$ cat src/rtl/i2c_cfg_sequencer_if.sv
// i2c_cfg_sequencer_if
//   Groups the PIO handshake and the I2C pin signals of the codec
//   configuration sequencer.
//   master : PIO / pin side (drives word, start level and sampled SDA)
//   slave  : sequencer side (drives end/ack_err/busy and SCL/SDA enable)
// Signals:
//   i2c_data  [23:0] device address + R/W, register, data
//   i2c_start        start request level
//   i2c_end          transaction-complete level
//   ack_err          sticky NACK flag for the last transaction
//   busy             transaction in progress
//   i2c_scl          SCL, push-pull
//   sda_oe           1 = pull SDA low, 0 = release SDA
//   sda_in           sampled SDA pin
interface i2c_cfg_sequencer_if;
    logic [23:0] i2c_data;
    logic        i2c_start;
    logic        i2c_end;
    logic        ack_err;
    logic        busy;
    logic        i2c_scl;
    logic        sda_oe;
    logic        sda_in;

    modport master (
        output i2c_data, i2c_start, sda_in,
        input  i2c_end, ack_err, busy, i2c_scl, sda_oe
    );

    modport slave (
        input  i2c_data, i2c_start, sda_in,
        output i2c_end, ack_err, busy, i2c_scl, sda_oe
    );
endinterface

$ cat src/rtl/i2c_cfg_sequencer.sv
// i2c_cfg_sequencer
//   Serialises one 24-bit configuration word into an I2C write:
//   START, address+W byte, register byte, data byte (each followed by an
//   ACK slot), STOP. A NACK aborts straight to STOP and sets ack_err.
//   Each bit slot is four quarters of CLK_DIV clocks; SCL/SDA only change
//   on the first cycle of a quarter and every output is registered.
// Ports:
//   clk_50   system clock
//   reset_n  asynchronous active-low reset
//   bus      i2c_cfg_sequencer_if.slave (PIO handshake + SCL/SDA)
// Parameters:
//   CLK_DIV  clocks per SCL quarter period (>= 2)
module i2c_cfg_sequencer #(
    parameter int CLK_DIV = 125
) (
    input  logic                  clk_50,
    input  logic                  reset_n,
    i2c_cfg_sequencer_if.slave    bus
);

    localparam int            CW    = (CLK_DIV > 2) ? $clog2(CLK_DIV) : 1;
    localparam logic [CW-1:0] QLAST = CW'(CLK_DIV - 1);

    typedef enum logic [2:0] {
        S_IDLE,
        S_START,
        S_BIT,
        S_ACK,
        S_STOP,
        S_DONE
    } state_t;

    state_t        state;
    logic [CW-1:0] qcnt;
    logic [1:0]    quarter;
    logic [2:0]    bit_cnt;
    logic [1:0]    byte_cnt;
    logic [23:0]   shreg;
    logic          start_d;
    logic          scl_r;
    logic          sda_oe_r;
    logic          end_r;
    logic          err_r;
    logic          busy_r;

    logic tick;
    logic start_rise;

    // tick marks the last cycle of a quarter; state/output updates made on
    // it therefore land on the first cycle of the next quarter.
    assign tick       = busy_r && (qcnt == QLAST);
    assign start_rise = bus.i2c_start && !start_d;

    assign bus.i2c_scl = scl_r;
    assign bus.sda_oe  = sda_oe_r;
    assign bus.i2c_end = end_r;
    assign bus.ack_err = err_r;
    assign bus.busy    = busy_r;

    always_ff @(posedge clk_50 or negedge reset_n) begin
        if (!reset_n) begin
            state    <= S_IDLE;
            qcnt     <= '0;
            quarter  <= '0;
            bit_cnt  <= '0;
            byte_cnt <= '0;
            shreg    <= '0;
            // A start level already high when reset releases must not
            // look like a rising edge.
            start_d  <= 1'b1;
            scl_r    <= 1'b1;
            sda_oe_r <= 1'b0;
            end_r    <= 1'b0;
            err_r    <= 1'b0;
            busy_r   <= 1'b0;
        end else begin
            start_d <= bus.i2c_start;

            if (busy_r) begin
                qcnt <= tick ? '0 : qcnt + 1'b1;
            end
            if (tick) begin
                quarter <= quarter + 1'b1;
            end

            case (state)
                S_IDLE: begin
                    if (start_rise) begin
                        shreg    <= bus.i2c_data;
                        err_r    <= 1'b0;
                        busy_r   <= 1'b1;
                        bit_cnt  <= '0;
                        byte_cnt <= '0;
                        state    <= S_START;
                    end
                end

                // SCL stays high; SDA falls at the start of Q2.
                S_START: begin
                    if (tick) begin
                        case (quarter)
                            2'd1: sda_oe_r <= 1'b1;
                            2'd3: begin
                                state    <= S_BIT;
                                scl_r    <= 1'b0;
                                sda_oe_r <= ~shreg[23];
                            end
                            default: ;
                        endcase
                    end
                end

                S_BIT: begin
                    if (tick) begin
                        case (quarter)
                            2'd1: scl_r <= 1'b1;
                            2'd3: begin
                                shreg <= shreg << 1;
                                scl_r <= 1'b0;
                                if (bit_cnt == 3'd7) begin
                                    bit_cnt  <= '0;
                                    sda_oe_r <= 1'b0;
                                    state    <= S_ACK;
                                end else begin
                                    bit_cnt  <= bit_cnt + 1'b1;
                                    // shreg[22] is the bit that becomes the
                                    // MSB after this shift.
                                    sda_oe_r <= ~shreg[22];
                                end
                            end
                            default: ;
                        endcase
                    end
                end

                // err_r was cleared on acceptance and only a NACK sets it,
                // so it doubles as the "abort to STOP" flag.
                S_ACK: begin
                    if (tick) begin
                        case (quarter)
                            2'd1: scl_r <= 1'b1;
                            2'd2: begin
                                if (bus.sda_in) begin
                                    err_r <= 1'b1;
                                end
                            end
                            2'd3: begin
                                scl_r <= 1'b0;
                                if (err_r || byte_cnt == 2'd2) begin
                                    sda_oe_r <= 1'b1;
                                    state    <= S_STOP;
                                end else begin
                                    byte_cnt <= byte_cnt + 1'b1;
                                    sda_oe_r <= ~shreg[23];
                                    state    <= S_BIT;
                                end
                            end
                            default: ;
                        endcase
                    end
                end

                // SCL rises with SDA low, then SDA is released while SCL high.
                S_STOP: begin
                    if (tick) begin
                        case (quarter)
                            2'd0: scl_r    <= 1'b1;
                            2'd1: sda_oe_r <= 1'b0;
                            2'd3: begin
                                busy_r <= 1'b0;
                                end_r  <= 1'b1;
                                state  <= S_DONE;
                            end
                            default: ;
                        endcase
                    end
                end

                S_DONE: begin
                    if (!bus.i2c_start) begin
                        end_r <= 1'b0;
                        state <= S_IDLE;
                    end
                end

                default: state <= S_IDLE;
            endcase
        end
    end

endmodule

$ cat src/flat_wrapper.sv
// flat-port wrapper written by rule: the top's interface ports become plain ports
module i2c_cfg_sequencer_flat 
#(
    parameter int CLK_DIV = 125
)
  (clk_50, reset_n, bus_i2c_data, bus_i2c_start, bus_sda_in, bus_i2c_end, bus_ack_err, bus_busy, bus_i2c_scl, bus_sda_oe);
  i2c_cfg_sequencer_if bus_i ();
  input  logic clk_50;
  input  logic reset_n;
  input wire logic [$bits(bus_i.i2c_data)-1:0] bus_i2c_data;
  input wire logic [$bits(bus_i.i2c_start)-1:0] bus_i2c_start;
  input wire logic [$bits(bus_i.sda_in)-1:0] bus_sda_in;
  output wire logic [$bits(bus_i.i2c_end)-1:0] bus_i2c_end;
  output wire logic [$bits(bus_i.ack_err)-1:0] bus_ack_err;
  output wire logic [$bits(bus_i.busy)-1:0] bus_busy;
  output wire logic [$bits(bus_i.i2c_scl)-1:0] bus_i2c_scl;
  output wire logic [$bits(bus_i.sda_oe)-1:0] bus_sda_oe;
  assign bus_i.i2c_data = bus_i2c_data;
  assign bus_i.i2c_start = bus_i2c_start;
  assign bus_i.sda_in = bus_sda_in;
  assign bus_i2c_end = bus_i.i2c_end;
  assign bus_ack_err = bus_i.ack_err;
  assign bus_busy = bus_i.busy;
  assign bus_i2c_scl = bus_i.i2c_scl;
  assign bus_sda_oe = bus_i.sda_oe;
  i2c_cfg_sequencer #(.CLK_DIV(CLK_DIV)) u_core (.clk_50(clk_50), .reset_n(reset_n), .bus(bus_i));
endmodule
$ cat config.mk
export PLATFORM = sky130hd
export DESIGN_NAME = i2c_cfg_sequencer_flat
export DESIGN_NICKNAME = d
export VERILOG_FILES = /design/src/rtl/i2c_cfg_sequencer_if.sv /design/src/rtl/i2c_cfg_sequencer.sv /design/src/flat_wrapper.sv
export SDC_FILE = /design/constraint.sdc
export NUM_CORES = 1
export LEC_CHECK = 0
export CAP_MARGIN = 5
export CORE_ASPECT_RATIO = 2
export CORE_MARGIN = 2
export CORE_UTILIZATION = 40
export CTS_CLUSTER_DIAMETER = 60
export CTS_CLUSTER_SIZE = 12
export DETAILED_ROUTE_END_ITERATION = 12
export PLACE_DENSITY = 0.62
export SKIP_LAST_GASP = 1
export SLEW_MARGIN = 40
export SYNTH_ARGS = -nofsm -noshare
export SYNTH_HDL_FRONTEND = slang
export SYNTH_SLANG_ARGS = --single-unit
$ cat constraint.sdc
create_clock -name clk_50 -period 1.6 [get_ports clk_50]
set_clock_uncertainty 0.05 [all_clocks]
set_input_delay 0.32 -clock clk_50 [delete_from_list [all_inputs] [get_ports clk_50]]
set_output_delay 0.32 -clock clk_50 [all_outputs]
set_load 0.03 [all_outputs]
==> impl_metrics.yaml, run 1 <==
# flow metrics
run_status:
  status: "complete, but fails checks"
  violations: "setup timing"
worst_setup_path:
  slowest_delay_ns: 0.39
  cp.arrival_ns: 1.89
  startpoint_type: "register"
  cp_cell_sequence: "inv_2 -> ha_4 -> nand3_4 -> nor4_4 -> o21a_4 -> clkbuf_16 -> nor2_1 -> a21oi_2"
  crit_slowest_cell: "dfrtp_1"
  worst-path-max-fanout: 18
  rr_worst_depth: 8
  r2r_start: "u_core.qcnt[1]"
  path_delay_family: "simple AND/OR/NAND/NOR gates"
  timing.rr.end: "u_core.shreg[3]"
  critPathCapture: "u_core.shreg[3]"
  endpoint_kind: "register"
  rrSetupSlack_ns: -0.12
placement:
  hpwlAfterDp_um: 4560
  dp_worst_setup_slack_ns: -0.198
  placed_cell_area_um2: 3320
  dp_cells: 415
drt:
  vias: 2244
  wire_per_inst_um: 14.5
  top_layer: "met4"
  viasPerCell: 5.12
  wl_met2_um: 3750
  drc: 0
  met3_length_um: 188
  wl_met1_um: 2300
synth:
  ys_warn_count: 0
  async_flop_share: 1.00
  syn_area_per_cell_um2: 9.87
  ys_ff: 47
  edf_count: 0
  synth.cellmix.simpleShare: 0.153
  ys_cells: 272
  ys_top_logic_family: "AND-OR/OR-AND gates"
  compound_area_frac: 0.193
  yosysTopAreaCell: "dfrtp_1"
  top_cell: "dfrtp_1"
  xor_area_frac: 0.00979
  syn_nets: 309
floorplan:
  core-area_um2: 6570
  die_height_um: 120
  initial_core_util: 0.409
  ios: 33
  tap_cells: 88
run:
  maxCapViolations: 0
layout:
  layout-drive-gt1-share: 0.346
  nets: 386
  nNonClkBuffers: 86
  logic_area_um2: 1510
  largest_reg_flops: 24
  clkCellAreaFrac: 0.0364
  area_share_nonclk_buffers: 0.213
  seq_area_frac: 0.312
  post-route-cell-area_um2: 3790
  comb_share: 0.398
  top_register: "u_core.shreg"
  flops: 47
  top_regs: "u_core.shreg (24), u_core.qcnt (7)"
  area_delta_synth_final_pct: 41.0
  layout.non_clock_inverters: 10
pwr:
  peakVddDrop_mv: 1.08
  combPwrFrac: 0.051
  cellPowerDensity_nw_per_um2: 615
  p_clk_frac: 0.438
  p_leak_nw: 1.76
  p_seq_mw: 1.19
  p_sw_uw: 483
  seq_power_share: 0.512
  power_leader: "registers"
global_routing:
  grt_max_degree: 37
  overflow: 0
  use_met3: 0.0442
  use_met2: 0.334
  grt_pass1_vias: 2289
sta:
  fin_crit_sh: 1.07
  slew_viol_final: 0
  setup_viol: 34
  whs_ns: 0.445
  setup_tns_ns: -2.66
  fin_ws_ns: -0.119
  tightestPinTransition_ns: 0.316
  finalCriticalPeriod_ns: 1.72
clock_tree:
  clockBufferDepth: 2
  cts_hold_buf: 1
  post-cts-setup-buffers: 10
  clock_latency_ns: 0.29
  htree_levels: 2
worst_hold_path:
  min_from: "u_core.bit_cnt[0]"
  holdPathStages: 1
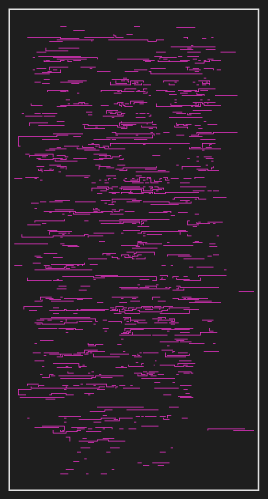
**Above:** run 1 (the metal 1 layer).
Drawn at 4 px/um.
longest straight run: 19.8 um
wire length on this layer: 2,300 um

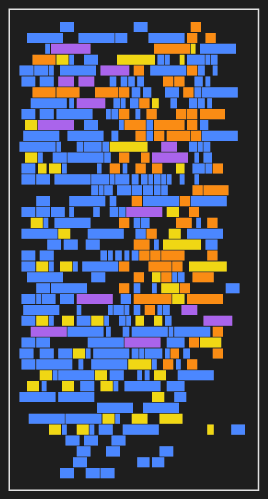
**Above:** run 1 (cell sizes after repair).
Drawn at 4 px/um.
[drive 3 to 4] orange | cells: 64 | share: 18% | most used: buf_4
[drive 2] yellow | cells: 43 | share: 12% | most used: a21oi_2
[drive 1 or less] blue | cells: 229 | share: 65% | most used: dfrtp_1
[drive 6 and up] purple | cells: 14 | share: 4.0% | most used: clkbuf_16

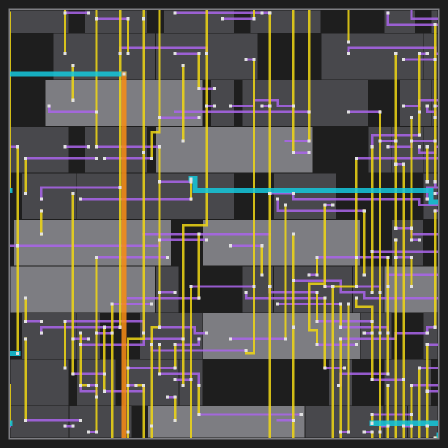
**Above:** run 1 (layout detail).
Region (3, 77) to (28, 102) um. Cells in gray, sequential cells in the stronger gray; small squares are vias.
[met1] purple
[met2] yellow
[met3] cyan
[met4] orange
sequential cells in the window: 7
cells with their middle in the window: 40
netlist names of flops here include: `u_core.shreg` (5), `u_core.bit_cnt` (2)
most frequent: dfrtp_1 (7), nor2_1 (6), mux2i_1 (4)

**Run 1: routing congestion**

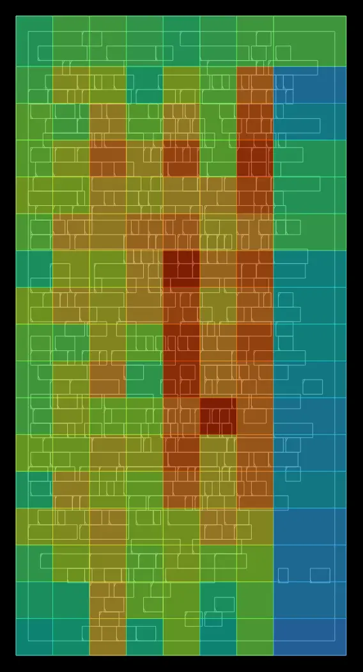

## Run 2: what changed since run 1
- CORE_UTILIZATION: 40 -> 50
- PLACE_DENSITY: 0.62 -> 0.75
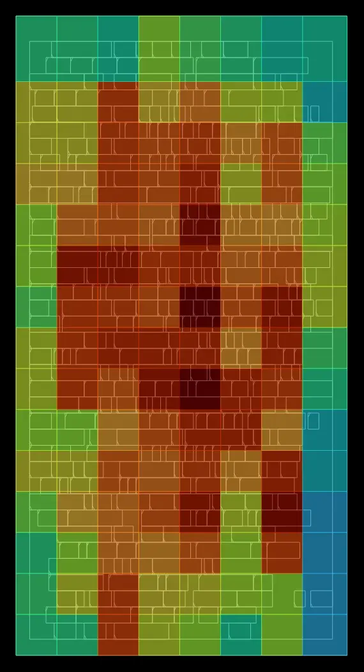
**Above:** run 2 (routing congestion).
fin util: 0.815
GR Util met1: 0.232
met2 usage: 0.483
WL/cell: 20.3 um
met3 usage: 0.0409

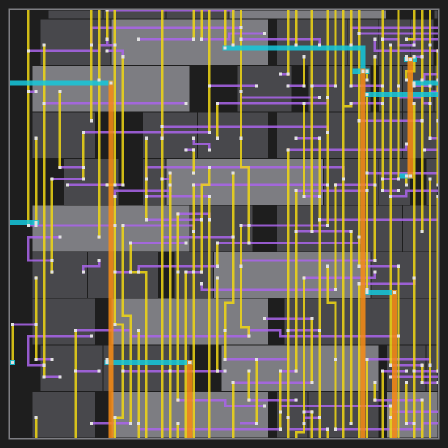
**Above:** run 2 (layout detail).
Region (1, 68) to (26, 93) um. Cells in gray, sequential cells in the stronger gray; small squares are vias.
[met1] purple
[met4] orange
[met2] yellow
[met3] cyan
most frequent: dfrtp_1 (8), a21oi_2 (5), nor2_4 (4)
netlist names of flops here include: `u_core.shreg` (7), `u_core.bit_cnt` (1)
cells with their middle in the window: 42
sequential cells in the window: 8

==> impl_metrics.yaml, run 2 <==
# flow metrics
drt:
  top_layer: "met4"
  viasPerCell: 5.88
  met3_length_um: 234
  wl_met1_um: 2820
worst_setup_path:
  endpoint_kind: "register"
  slowest_delay_ns: 0.43
  r2r_start: "u_core.state[0]"
  rrSetupSlack_ns: -0.23
  cp.arrival_ns: 2.02
  cp_cell_sequence: "buf_4 -> inv_1 -> nor3_1 -> a21oi_1 -> nor3_4 -> mux2_4"
  crit_slowest_cell: "dfrtp_2"
  rr_worst_depth: 6
  worst-path-max-fanout: 5
global_routing:
  overflow: 0
  grt_max_degree: 35
  grt_pass1_vias: 2529
synth:
  yosysTopAreaCell: "dfrtp_1"
  compound_area_frac: 0.193
  synth.cellmix.simpleShare: 0.153
  xor_area_frac: 0.00979
  ys_ff: 47
run_status:
  status: "complete, but fails checks"
  violations: "setup timing"
layout:
  largest_reg_flops: 24
  seq_area_frac: 0.282
  clkCellAreaFrac: 0.0269
  nets: 402
clock_tree:
  clockBufferDepth: 2
pwr:
  p_sw_uw: 492
  p_seq_mw: 1.19
  p_clk_frac: 0.407
floorplan:
  die_height_um: 108
  core-area_um2: 5140
  tap_cells: 58
sta:
  setup_viol: 36
  fin_ws_ns: -0.225
  whs_ns: 0.351
run:
  maxCapViolations: 0
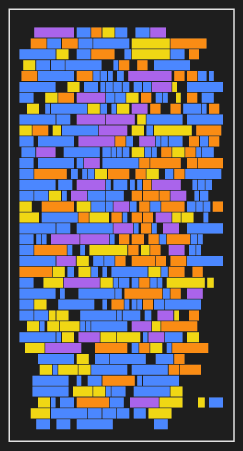
**Above:** run 2 (cell sizes after repair).
Drawn at 4 px/um.
[drive 2] yellow | cells: 65 | share: 18% | most used: a21oi_2
[drive 6 and up] purple | cells: 33 | share: 9.0% | most used: buf_6
[drive 1 or less] blue | cells: 193 | share: 53% | most used: dfrtp_1
[drive 3 to 4] orange | cells: 75 | share: 20% | most used: buf_4
Repair and plain buffers: 102
P&R area growth vs syn: 56.0%
Post-Layout Inst Area: 4190 um2
setup ws final: -0.225 ns

**Run 2: the metal 1 layer**

Drawn at 6 px/um.
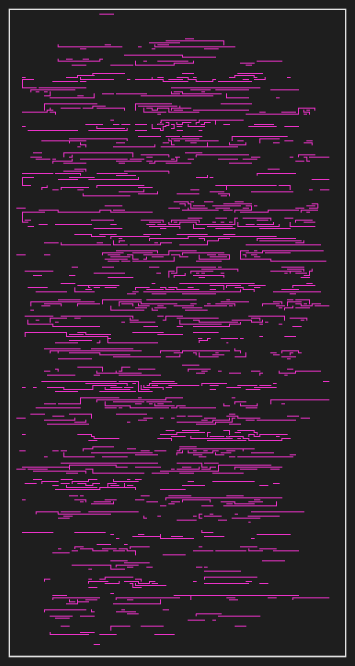

## Run 3: what changed since run 2
- REMOVE_ABC_BUFFERS: unset -> 1
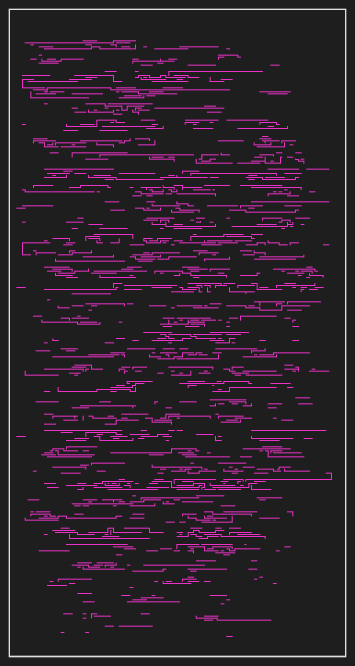
**Above:** run 3 (the metal 1 layer).
Drawn at 6 px/um.
wire length on this layer: 2,490 um
share of all routed wire: 35%
main direction: horizontal
nets with wire on the layer: 356
Detailed Route WL: 7090 um
GR Util met1: 0.243
vias post-DR: 2,357

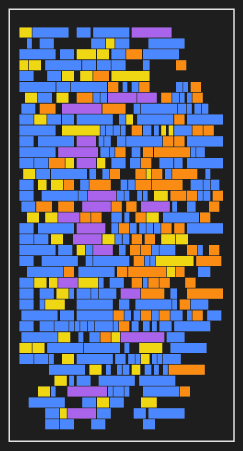
**Above:** run 3 (cell sizes after repair).
Drawn at 4 px/um.
[drive 1 or less] blue | cells: 216 | share: 60% | most used: dfrtp_1
[drive 2] yellow | cells: 52 | share: 14% | most used: a21oi_2
[drive 3 to 4] orange | cells: 72 | share: 20% | most used: buf_4
[drive 6 and up] purple | cells: 19 | share: 5.3% | most used: buf_12

==> impl_metrics.yaml, run 3 <==
# flow metrics
layout:
  top_regs: "u_core.shreg (24), u_core.qcnt (7)"
  final_core_util: 0.760
  layout.non_clock_inverters: 10
  area_delta_synth_final_pct: 45.4
  largest_reg_flops: 24
  nNonClkBuffers: 95
  top_register: "u_core.shreg"
pwr:
  p_seq_mw: 1.19
  p_clk_frac: 0.411
  p_leak_nw: 1.81
  peakVddDrop_mv: 0.687
  power_leader: "registers"
run_status:
  violations: "setup timing"
  status: "complete, but fails checks"
drt:
  wl_met2_um: 4110
  wl_met1_um: 2490
  met3_length_um: 187
worst_setup_path:
  worst-path-max-fanout: 11
  rrSetupSlack_ns: -0.09
  rr_worst_depth: 8
  r2r_start: "u_core.quarter[0]"
  slowest_delay_ns: 0.40
  endpoint_kind: "register"
sta:
  slew_viol_final: 0
  setup_viol: 23
  fin_crit_sh: 1.06
  finalCriticalPeriod_ns: 1.69
  fin_ws_ns: -0.0914
floorplan:
  die_height_um: 108
  initial_core_util: 0.523
global_routing:
  use_met2: 0.481
  overflow: 0
  use_met3: 0.0385
synth:
  ys_cells: 272
  yosysTopAreaCell: "dfrtp_1"
  top_cell: "dfrtp_1"
  ys_top_logic_family: "AND-OR/OR-AND gates"
  edf_count: 0
  compound_area_frac: 0.193
  synth.cellmix.simpleShare: 0.153
  syn_area_per_cell_um2: 9.87
placement:
  placed_cell_area_um2: 3320
  dp_worst_setup_slack_ns: -0.211
  hpwlAfterDp_um: 4370
run:
  maxCapViolations: 0
clock_tree:
  clockBufferDepth: 2
  clock_latency_ns: 0.30
worst_hold_path:
  min_from: "u_core.bit_cnt[0]"
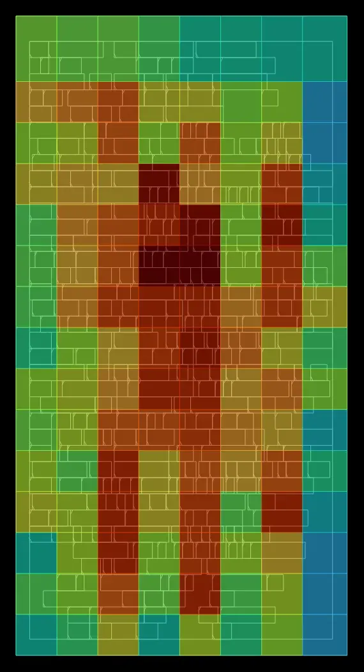
**Above:** run 3 (routing congestion).
global routing's busiest layer: met2
GRT Util Overall: 0.248
WL/cell: 17.0 um

No activity file was given, so power comes from the tool's default toggle rates.
